## config.mk

```make
export PLATFORM = sky130hd
export DESIGN_NAME = ssd_scan_driver_flat
export DESIGN_NICKNAME = d
export VERILOG_FILES = /design/src/rtl/ssd_pkg.sv /design/src/rtl/ssd_scan_driver_if.sv /design/src/rtl/bin2bcd_seq.sv /design/src/rtl/ssd_scan_driver.sv /design/src/flat_wrapper.sv
export SDC_FILE = /design/constraint.sdc
export NUM_CORES = 1
export LEC_CHECK = 0
export CAP_MARGIN = 10
export CELL_PAD_IN_SITES_DETAIL_PLACEMENT = 0
export CELL_PAD_IN_SITES_GLOBAL_PLACEMENT = 1
export CORE_MARGIN = 8
export CORE_UTILIZATION = 50
export DETAILED_ROUTE_END_ITERATION = 10
export PLACE_DENSITY = 0.92
export SLEW_MARGIN = 20
export SYNTH_ARGS = -nofsm -noshare
export SYNTH_HDL_FRONTEND = slang
export SYNTH_SLANG_ARGS = --single-unit
```

## constraint.sdc

```tcl
create_clock -name clk -period 2.8 [get_ports clk]
set_clock_uncertainty 0.05 [all_clocks]
set_input_delay 0.28 -clock clk [delete_from_list [all_inputs] [get_ports clk]]
set_output_delay 0.28 -clock clk [all_outputs]
set_load 0.02 [all_outputs]
```

## src/rtl/ssd_pkg.sv

```systemverilog
// Shared constants, segment codes and conversion helpers for the seven-segment scan driver.
// Segment codes are active-low in {g,f,e,d,c,b,a} order.
package ssd_pkg;

  localparam int NUM_DIGITS = 4;
  localparam int VALUE_W    = 13;
  localparam int BCD_W      = 4 * NUM_DIGITS;
  localparam int SEG_W      = 7;

  localparam logic [SEG_W-1:0] SEG_0     = 7'b1000000;
  localparam logic [SEG_W-1:0] SEG_1     = 7'b1111001;
  localparam logic [SEG_W-1:0] SEG_2     = 7'b0100100;
  localparam logic [SEG_W-1:0] SEG_3     = 7'b0110000;
  localparam logic [SEG_W-1:0] SEG_4     = 7'b0011001;
  localparam logic [SEG_W-1:0] SEG_5     = 7'b0010010;
  localparam logic [SEG_W-1:0] SEG_6     = 7'b0000010;
  localparam logic [SEG_W-1:0] SEG_7     = 7'b1111000;
  localparam logic [SEG_W-1:0] SEG_8     = 7'b0000000;
  localparam logic [SEG_W-1:0] SEG_9     = 7'b0010000;
  localparam logic [SEG_W-1:0] SEG_BLANK = 7'b1111111;

  typedef enum logic [1:0] {
    IDLE = 2'd0,
    CONV = 2'd1,
    LOAD = 2'd2
  } conv_state_t;

  function automatic logic [SEG_W-1:0] seg_decode(input logic [3:0] digit);
    logic [SEG_W-1:0] seg;
    case (digit)
      4'd0:    seg = SEG_0;
      4'd1:    seg = SEG_1;
      4'd2:    seg = SEG_2;
      4'd3:    seg = SEG_3;
      4'd4:    seg = SEG_4;
      4'd5:    seg = SEG_5;
      4'd6:    seg = SEG_6;
      4'd7:    seg = SEG_7;
      4'd8:    seg = SEG_8;
      4'd9:    seg = SEG_9;
      default: seg = SEG_BLANK;
    endcase
    return seg;
  endfunction

  // Double-dabble correction: every nibble >= 5 gets +3 before the shift.
  function automatic logic [BCD_W-1:0] dabble_adjust(input logic [BCD_W-1:0] bcd);
    logic [BCD_W-1:0] adj;
    adj = bcd;
    for (int i = 0; i < NUM_DIGITS; i++) begin
      if (bcd[4*i +: 4] >= 4'd5) begin
        adj[4*i +: 4] = bcd[4*i +: 4] + 4'd3;
      end
    end
    return adj;
  endfunction

endpackage

```

## src/rtl/ssd_scan_driver_if.sv

```systemverilog
// Bundle between the core's ssd output and the display pins.
// The driver takes the slave side; whatever feeds value takes the master side.
interface ssd_scan_driver_if;
  import ssd_pkg::*;

  logic [VALUE_W-1:0]    value;
  logic [NUM_DIGITS-1:0] anode;
  logic [SEG_W-1:0]      cathode;
  logic                  busy;

  modport master (
    output value,
    input  anode,
    input  cathode,
    input  busy
  );

  modport slave (
    input  value,
    output anode,
    output cathode,
    output busy
  );

endinterface

```

## src/rtl/bin2bcd_seq.sv

```systemverilog
// Sequential double-dabble converter: one shift per cycle, 13 iterations, then a one-cycle LOAD
// during which done is high and bcd holds the finished digits.
module bin2bcd_seq
  import ssd_pkg::*;
(
  input  logic               clk,
  input  logic               rst,
  input  logic               start,
  input  logic [VALUE_W-1:0] bin,
  output logic               busy,
  output logic               done,
  output logic [BCD_W-1:0]   bcd
);

  localparam logic [3:0] LAST_ITER = 4'(VALUE_W - 1);

  conv_state_t        state_reg, state_next;
  logic [VALUE_W-1:0] shift_reg, shift_next;
  logic [BCD_W-1:0]   bcd_reg, bcd_next;
  logic [3:0]         iter_reg, iter_next;
  logic [BCD_W-1:0]   bcd_adj;

  always_comb bcd_adj = dabble_adjust(bcd_reg);

  always_ff @(posedge clk or negedge rst) begin
    if (!rst) begin
      state_reg <= IDLE;
      shift_reg <= '0;
      bcd_reg   <= '0;
      iter_reg  <= '0;
    end else begin
      state_reg <= state_next;
      shift_reg <= shift_next;
      bcd_reg   <= bcd_next;
      iter_reg  <= iter_next;
    end
  end

  always_comb begin
    state_next = state_reg;
    shift_next = shift_reg;
    bcd_next   = bcd_reg;
    iter_next  = iter_reg;
    case (state_reg)
      IDLE: begin
        if (start) begin
          shift_next = bin;
          bcd_next   = '0;
          iter_next  = '0;
          state_next = CONV;
        end
      end
      CONV: begin
        {bcd_next, shift_next} = {bcd_adj, shift_reg} << 1;
        iter_next = iter_reg + 4'd1;
        if (iter_reg == LAST_ITER) begin
          state_next = LOAD;
        end
      end
      LOAD: begin
        state_next = IDLE;
      end
      default: begin
        state_next = IDLE;
      end
    endcase
  end

  assign busy = (state_reg != IDLE);
  assign done = (state_reg == LOAD);
  assign bcd  = bcd_reg;

endmodule

```

## src/rtl/ssd_scan_driver.sv

```systemverilog
// Seven-segment back end: converts the core's binary value to BCD on change and
// time-multiplexes the four digits onto a common-anode display with registered pins.
module ssd_scan_driver
  import ssd_pkg::*;
#(
  parameter int REFRESH_DIV = 100000,
  parameter bit BLANK_LZ    = 1'b1
) (
  input logic         clk,
  input logic         rst,
  ssd_scan_driver_if.slave bus
);

  localparam int                CNT_W    = (REFRESH_DIV > 2) ? $clog2(REFRESH_DIV) : 1;
  localparam logic [CNT_W-1:0]  CNT_LAST = CNT_W'(REFRESH_DIV - 1);

  logic [VALUE_W-1:0]    src_reg;
  logic [BCD_W-1:0]      disp_reg;
  logic [CNT_W-1:0]      refresh_cnt_reg;
  logic [1:0]            dig_idx_reg;
  logic [NUM_DIGITS-1:0] anode_reg, anode_next;
  logic [SEG_W-1:0]      cathode_reg, cathode_next;

  logic                  conv_start;
  logic                  conv_busy;
  logic                  conv_done;
  logic [BCD_W-1:0]      conv_bcd;
  logic [NUM_DIGITS-1:0] digit_zero;
  logic [NUM_DIGITS-1:0] digit_blank;
  logic [3:0]            cur_digit;

  // value is only looked at while the converter is idle; changes mid-conversion
  // are picked up by the next idle comparison against src_reg.
  assign conv_start = (bus.value != src_reg) && !conv_busy;

  bin2bcd_seq u_bin2bcd (
    .clk   (clk),
    .rst   (rst),
    .start (conv_start),
    .bin   (bus.value),
    .busy  (conv_busy),
    .done  (conv_done),
    .bcd   (conv_bcd)
  );

  // Digit k is a leading zero when it and every higher digit are zero; digit 0 always shows.
  for (genvar gi = 0; gi < NUM_DIGITS; gi++) begin : g_digit
    assign digit_zero[gi] = (disp_reg[4*gi +: 4] == 4'd0);
    if (gi == 0) begin : g_ones
      assign digit_blank[gi] = 1'b0;
    end else begin : g_upper
      assign digit_blank[gi] = BLANK_LZ && (&digit_zero[NUM_DIGITS-1:gi]);
    end
  end

  always_comb begin
    cur_digit    = disp_reg[{dig_idx_reg, 2'b00} +: 4];
    anode_next   = ~(4'b0001 << dig_idx_reg);
    cathode_next = digit_blank[dig_idx_reg] ? SEG_BLANK : seg_decode(cur_digit);
  end

  always_ff @(posedge clk or negedge rst) begin
    if (!rst) begin
      src_reg         <= '0;
      disp_reg        <= '0;
      refresh_cnt_reg <= '0;
      dig_idx_reg     <= '0;
      anode_reg       <= '1;
      cathode_reg     <= SEG_BLANK;
    end else begin
      if (conv_start) begin
        src_reg <= bus.value;
      end
      if (conv_done) begin
        disp_reg <= conv_bcd;
      end
      if (refresh_cnt_reg == CNT_LAST) begin
        refresh_cnt_reg <= '0;
        dig_idx_reg     <= dig_idx_reg + 2'd1;
      end else begin
        refresh_cnt_reg <= refresh_cnt_reg + CNT_W'(1);
      end
      anode_reg   <= anode_next;
      cathode_reg <= cathode_next;
    end
  end

  assign bus.anode   = anode_reg;
  assign bus.cathode = cathode_reg;
  assign bus.busy    = conv_busy;

endmodule

```

## src/flat_wrapper.sv

```systemverilog
// flat-port wrapper written by rule: the top's interface ports become plain ports
module ssd_scan_driver_flat import ssd_pkg::*;
#(
  parameter int REFRESH_DIV = 100000,
  parameter bit BLANK_LZ    = 1'b1
)
  (clk, rst, bus_value, bus_anode, bus_cathode, bus_busy);
  ssd_scan_driver_if bus_i ();
  input logic clk;
  input logic rst;
  input wire logic [$bits(bus_i.value)-1:0] bus_value;
  output wire logic [$bits(bus_i.anode)-1:0] bus_anode;
  output wire logic [$bits(bus_i.cathode)-1:0] bus_cathode;
  output wire logic [$bits(bus_i.busy)-1:0] bus_busy;
  assign bus_i.value = bus_value;
  assign bus_anode = bus_i.anode;
  assign bus_cathode = bus_i.cathode;
  assign bus_busy = bus_i.busy;
  ssd_scan_driver #(.REFRESH_DIV(REFRESH_DIV), .BLANK_LZ(BLANK_LZ)) u_core (.clk(clk), .rst(rst), .bus(bus_i));
endmodule
```

### Cell area per tile, run 1

Scale: 3 px per um. 11 x 11 tiles, from black (low) to pale yellow (high), 0 to 100% covered.
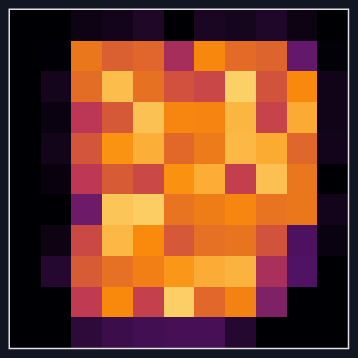
The fullest tile reaches 90%. 16% of the tiles are over 75% full. 22% of the tiles are nearly empty.

### Where the registers sit, run 1

Scale: 3 px per um. Other sequential cells in the stronger grey, the rest of the logic in the fainter grey.
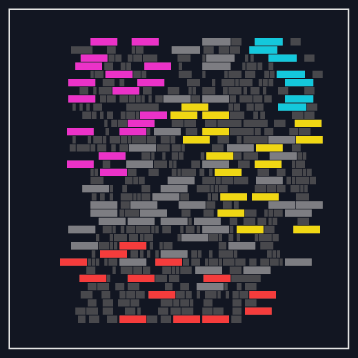
Magenta is `u_core.refresh_cnt_reg`, sequential cells 17. Yellow is `u_core.disp_reg`, sequential cells 16. Cyan is `u_core.bus.cathode`, sequential cells 7, where upper right. Red is `u_core.src_reg`, sequential cells 13.
FF/Latch Area: 2366 um^2
Seq/total area: 45.06%
fin util: 57.38%
sequential cell power: 2210 uW

### Power grid, run 1

Scale: 3 px per um. Pins as bars on the die edge.
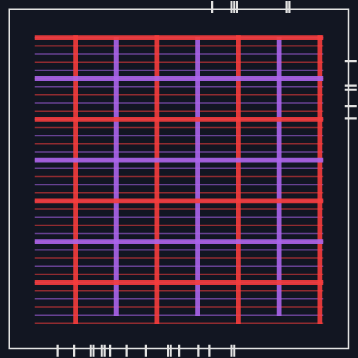
Purple is VDD. Red is VSS.
36 met1 rails follow the rows. 7 straps on met5.
Vert. Die Dim: 112.6 um
VDD IR-drop max: 0.0002812 V
core area: 9153 um^2
Die X: 112.6 um

### Signal wires on met2, run 1

Scale: 3 px per um.
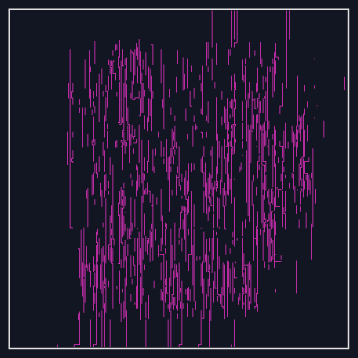
The longest straight run is 59.5 um. 393 nets have wire on it.
met2 Resource Use GR: 24.54%
Post-Route WL: 8587 um

==> results.txt, run 1 <==
run metrics: Post-Route M1 WL=3920 um, Dominant cell area share=between 40% and 50%, largest class=sequential cells, Mapped Cells=416, Floorplan Utilization=roughly half, clock group power=874 uW, CP max stage cell=clkdlybuf4s50_1, Flop pwr share=44.5%, post-route insts no fill=561, fraction of the mapped netlist area in adder cells=5.363%, Post-synth ARST share=100.0%, Worst path depth=2, combinational share of power=37.9%, Reg-to-Reg Start=u_core.src_reg[8]$_DFFE_PN0P_, DP Worst Slack=347.6 ps, post-DR vias/cell=5.465, final setup fails=0, CTS Sinks=roughly 94, First DRT Iteration DRCs=123, Relative slew margins=60.03%, Largest logic family=multiplexers, critical-path cell list=or2_2 -> clkdlybuf4s50_1, final hold slack=417.7 ps, RSZ-0062 raised after global routing=no, cell depth of the worst flop-to-flop path=6, mux share=between 10% and 20%, Netlist Area Pre-Place=4666 um^2, Leakage Power=0.002403 uW, number of logic gates=257, number of antenna violations at the first check in global routing=0, Max Cap Viol=0, max reg flops=17, Comb group=roughly 1900 uW, sequential cell count=94, H-tree Lvls=3, count leader, synth=dfrtp_1, ClkCell Share=3.598%, Cell variety after synth=roughly 45, fmax=469.1 MHz, Max Buffers Root-to-Sink=2, Worst-Margin Slew=599.5 ps, ao+oa area frac=around a tenth, fin crit period=approximately 2100 ps, clock network power share=about 18%, MI comb area=2041 um^2, Yosys Warn Count=0, met3 usage=under 10%, status=finished clean, setup tns final=0 ps, area of placed instances=5052 um^2, crit path kind=reg -> out, post-cts sizing count=0, drt wl/cell=between 15 and 20 um, Comb area share=38.86%, num rows=35, Log Warnings=38, layout cells sized above 1=16.67%, Placed Cells incl. Taps=about 540, Layout area overhead=12.55%, TritonCTS clock tree=yes, DRC Markers=0, root buf cell=clkbuf_8, dominant logic cell type in the layout=dfrtp_1, antenna cells=0, Yosys chip area=4666 um^2, dpl hpwl=approximately 6200 um, Port Buf Inserts=26, Post-Layout Inst Area=5251 um^2, M1 GR Usage=18.46%, CP max stage delay=550 ps, max-slew violations=0, final hold vios=0, Post-CTS Setup Inserts=0, top post-synthesis cells by count=83 x dfrtp_1, 49 x inv_1, 31 x mux2_2, Met3 Wirelength=196 um, Crit path max-delay family=buffers and inverters, R2R setup slack=710 ps, EDFF count, synth=0, Tapcells=~110, top sig layer=met4, Syn Nets=451, Critical Path RT=between 2000 and 2500 ps, Tightest Hold Check Type=in -> async, Int Pwr=3207 uW, WP data arrival=about 1800 ps, Main synth FF type=dfrtp_1, GRT Total Usage=between 10% and 20%, count of non-CTS inverters in the layout=between 40 and 50, CP Launch Point=u_core.u_bin2bcd.state_reg[0]$_DFFE_PN0P_, Top Layout Cells=83 x dfrtp_1, 49 x inv_1, 31 x mux2_2, largest net degree at the start of global routing=51, Final Power=4973 uW, Seq share, synth=50.71%, DRT Pass-1 Iters=4, vias in the first global route=about 3200, NumNets Final=480, critical-path maximum fanout=12, # Cells Yosys=416, total grt overflow=0, startpoint types=flop, number of synthesized register bits=94, busiest grt layer=met2, top cell type by total area after synthesis=dfrtp_1, Net Sw Frac=35.51%, synthesized area per cell=11.22 um^2, Buffers, non-clock=34, CP Capture Point=bus_busy, # IOs=27, cycle use final=between 70% and 80%, Pwr Density=approximately 950 nW/um^2
==> run 2, diff against run 1 <==
CORE_UTILIZATION = 48   (was 50)
PLACE_DENSITY = 0.89   (was 0.92)
clock period = 2 ns   (was 2.8 ns; I/O delays follow)
### Signal wires on met2, run 2

Scale: 3 px per um.
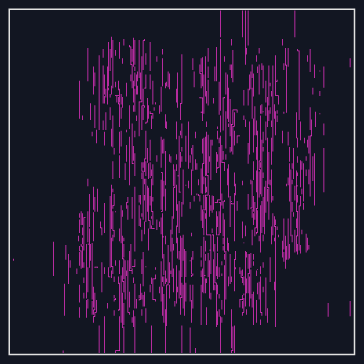
430 nets have wire on it. The wires run mostly vertical. The layer carries 4310 um of wire.

==> run 2 against run 1 <==
Die size grew 3.6%; flip-flop count stayed put; clock-buffer cell count unchanged; critical path type unchanged; largest power group unchanged; clock power up about 40%; combinational power is 48% higher; utilization shrank 0.27 points; first-iteration DRC count shrank 0.81%; total power increased by 42%; cell count rose by 8.4%.
==> results.txt, run 2 <==
run metrics: largest net degree at the start of global routing=46, sequential cell count=94, final setup fails=0, Largest logic family=multiplexers, VDD IR-drop max=0.0005183 V, R2R setup slack=between 150 and 200 ps, dpl hpwl=6344 um, Pwr Density=1293 nW/um^2, Reg-to-Reg Start=u_core.src_reg[0]$_DFFE_PN0P_, top sig layer=met4, largest class=sequential cells, clock group power=1220 uW, core area=9594 um^2, Netlist Area Pre-Place=~4700 um^2, # Cells Yosys=416, Relative slew margins=~70%, Dominant cell area share=around 45%, CP max stage cell=clkdlybuf4s50_1, Tightest Hold Check Type=in -> async, Yosys chip area=4666 um^2, met2 Resource Use GR=23.83%, Final Power=7086 uW, CP Launch Point=u_core.u_bin2bcd.state_reg[0]$_DFFE_PN0P_, number of antenna violations at the first check in global routing=0, GRT Total Usage=14.46%, max-slew violations=0, final hold slack=275.2 ps, DP Worst Slack=-109.5 ps, ClkCell Share=3.425%, max reg flops=17, post-DR vias/cell=5.232, NumNets Final=505, critical-path cell list=or2_2 -> clkdlybuf4s50_1, Max Buffers Root-to-Sink=2, Post-Layout Inst Area=5479 um^2, Cell variety after synth=between 40 and 50, layout cells sized above 1=21.26%, mux share=roughly a tenth, area of placed instances=5280 um^2, fin util=~57%, Placed Cells incl. Taps=between 500 and 600, Crit path max-delay family=buffers and inverters, TritonCTS clock tree=yes, number of synthesized register bits=about 94, count of non-CTS inverters in the layout=49, top post-synthesis cells by count=83 x dfrtp_1, 49 x inv_1, 31 x mux2_2, top cell type by total area after synthesis=dfrtp_1, Worst path depth=2, Worst-Margin Slew=423.5 ps, synthesized area per cell=about 11 um^2, Leakage Power=roughly 0.0025 uW, Top Layout Cells=82 x dfrtp_1, 49 x inv_1, 31 x mux2_2, 31 x buf_4, 29 x nand2_1, status=finished clean, clock network power share=between 10% and 20%, CTS Sinks=94, cell depth of the worst flop-to-flop path=6, antenna cells=0, # IOs=27, Post-CTS Setup Inserts=0, Tapcells=~130, Main synth FF type=dfrtp_1, Max Cap Viol=0, Post-Route M1 WL=4078 um, fraction of the mapped netlist area in adder cells=5.363%, Vert. Die Dim=~110 um, Critical Path RT=1750 ps, setup tns final=0 ps, RSZ-0062 raised after global routing=no, combinational share of power=39.4%, DRC Markers=0, Post-synth ARST share=100.0%, dominant logic cell type in the layout=dfrtp_1, fin crit period=1934 ps, fmax=517.0 MHz, Seq/total area=43.21%, Layout area overhead=17.43%, WP data arrival=1680 ps, Yosys Warn Count=0, M1 GR Usage=18.35%, Flop pwr share=between 40% and 50%, sequential cell power=3070 uW, Comb area share=37.25%, crit path kind=reg -> out, busiest grt layer=met2, count leader, synth=dfrtp_1, num rows=36, Net Sw Frac=36.36%, Post-Route WL=8726 um, final hold vios=0, Seq share, synth=about half, total grt overflow=0, drt wl/cell=14.35 um, CP Capture Point=bus_busy
### Cell area per tile, run 2

Scale: 3 px per um. 11 x 11 tiles, from black (low) to pale yellow (high), 0 to 100% covered.
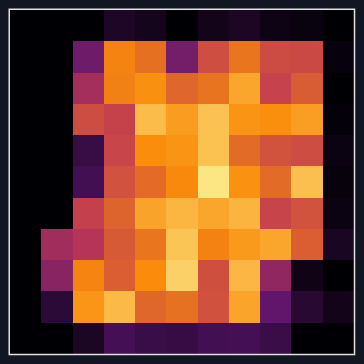

==> run 3, diff against run 2 <==
clock period = 2.1 ns   (was 2 ns; I/O delays follow)
### Cell area per tile, run 3

Scale: 3 px per um. 11 x 11 tiles, from black (low) to pale yellow (high), 0 to 100% covered.
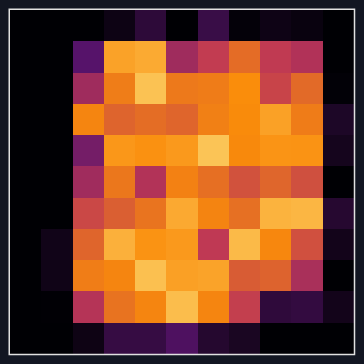
The fullest tile reaches 87%. 18% of the tiles are over 75% full. 26% of the tiles are nearly empty. The densest ninth of the die: centre. The emptiest ninth of the die: upper left.

==> run 3 against run 2 <==
Cell count is 1.2% lower; first-iteration DRC count is 12% higher; critical path depth stayed put; clock power hardly changed; clock-buffer cell count is 1 higher; critical path type unchanged; critical endpoint unchanged; largest cell class unchanged.
==> results.txt, run 3 <==
run metrics: Int Pwr=4423 uW, Dominant cell area share=44.52%, status=finished clean, Final Power=about 7000 uW, CTS Sinks=94, Post-synth ARST share=100.0%, synthesized area per cell=11.22 um^2, MI comb area=roughly 2000 um^2, critical-path maximum fanout=7, WP data arrival=1710 ps, setup tns final=0 ps, # IOs=27, Yosys chip area=4666 um^2, max reg flops=17, cycle use final=93.91%, sequential cell power=2920 uW, combinational share of power=about two fifths, layout cells sized above 1=19.87%, DRC Markers=0, fraction of the mapped netlist area in adder cells=5.363%, Port Buf Inserts=26, Die X=114.6 um, Netlist Area Pre-Place=4666 um^2, Largest logic family=multiplexers, fmax=507.1 MHz, vias in the first global route=3184, Log Warnings=38, Post-Route M1 WL=3966 um, Tightest Hold Check Type=in -> async, Post-Route WL=8714 um, CP Capture Point=bus_busy, TritonCTS clock tree=yes, count leader, synth=dfrtp_1, dominant logic cell type in the layout=dfrtp_1, Comb group=2660 uW, Post-Layout Inst Area=5455 um^2, FF/Latch Area=2366 um^2, GRT Total Usage=~14%, Cell variety after synth=approximately 45, Yosys Warn Count=0, post-route insts no fill=roughly 600, Seq/total area=43.37%, final hold slack=204.3 ps, Main synth FF type=dfrtp_1, mux share=10.70%, root buf cell=clkbuf_8, Flop pwr share=42.9%, count of non-CTS inverters in the layout=49, top cell type by total area after synthesis=dfrtp_1, fin crit period=1972 ps, top post-synthesis cells by count=83 x dfrtp_1, 49 x inv_1, 31 x mux2_2, Seq share, synth=about 51%, fin util=56.86%, antenna cells=0, largest class=sequential cells, final hold vios=0, Leakage Power=~0.0025 uW, largest net degree at the start of global routing=57, CP Launch Point=u_core.u_bin2bcd.state_reg[0]$_DFFE_PN0P_, Net Sw Frac=35.06%, H-tree Lvls=3, NumNets Final=about 500, Layout area overhead=16.92%, Placed Cells incl. Taps=584, ClkCell Share=3.761%, post-cts sizing count=0, DRT Pass-1 Iters=4, Worst path depth=2, critical-path cell list=or2_2 -> clkdlybuf4s50_1, CP max stage cell=clkdlybuf4s50_1, Vert. Die Dim=114.6 um, met2 Resource Use GR=23.40%, # Cells Yosys=between 400 and 500, met3 usage=3.006%, VDD IR-drop max=between 0.0004 and 0.0005 V, Floorplan Utilization=48.63%, Mapped Cells=between 400 and 500, total grt overflow=0, Post-CTS Setup Inserts=0, clock group power=between 1000 and 1500 uW, top sig layer=met4, CP max stage delay=550 ps, DP Worst Slack=5.825 ps, drt wl/cell=between 10 and 15 um, RSZ-0062 raised after global routing=no, Worst-Margin Slew=348.4 ps, Max Buffers Root-to-Sink=2, Syn Nets=451, dpl hpwl=6265 um, Comb area share=37.41%, R2R setup slack=between 200 and 250 ps, num rows=36, Max Cap Viol=0, number of synthesized register bits=94, ao+oa area frac=a little over a tenth
Power is estimated from default activity; no workload was simulated.
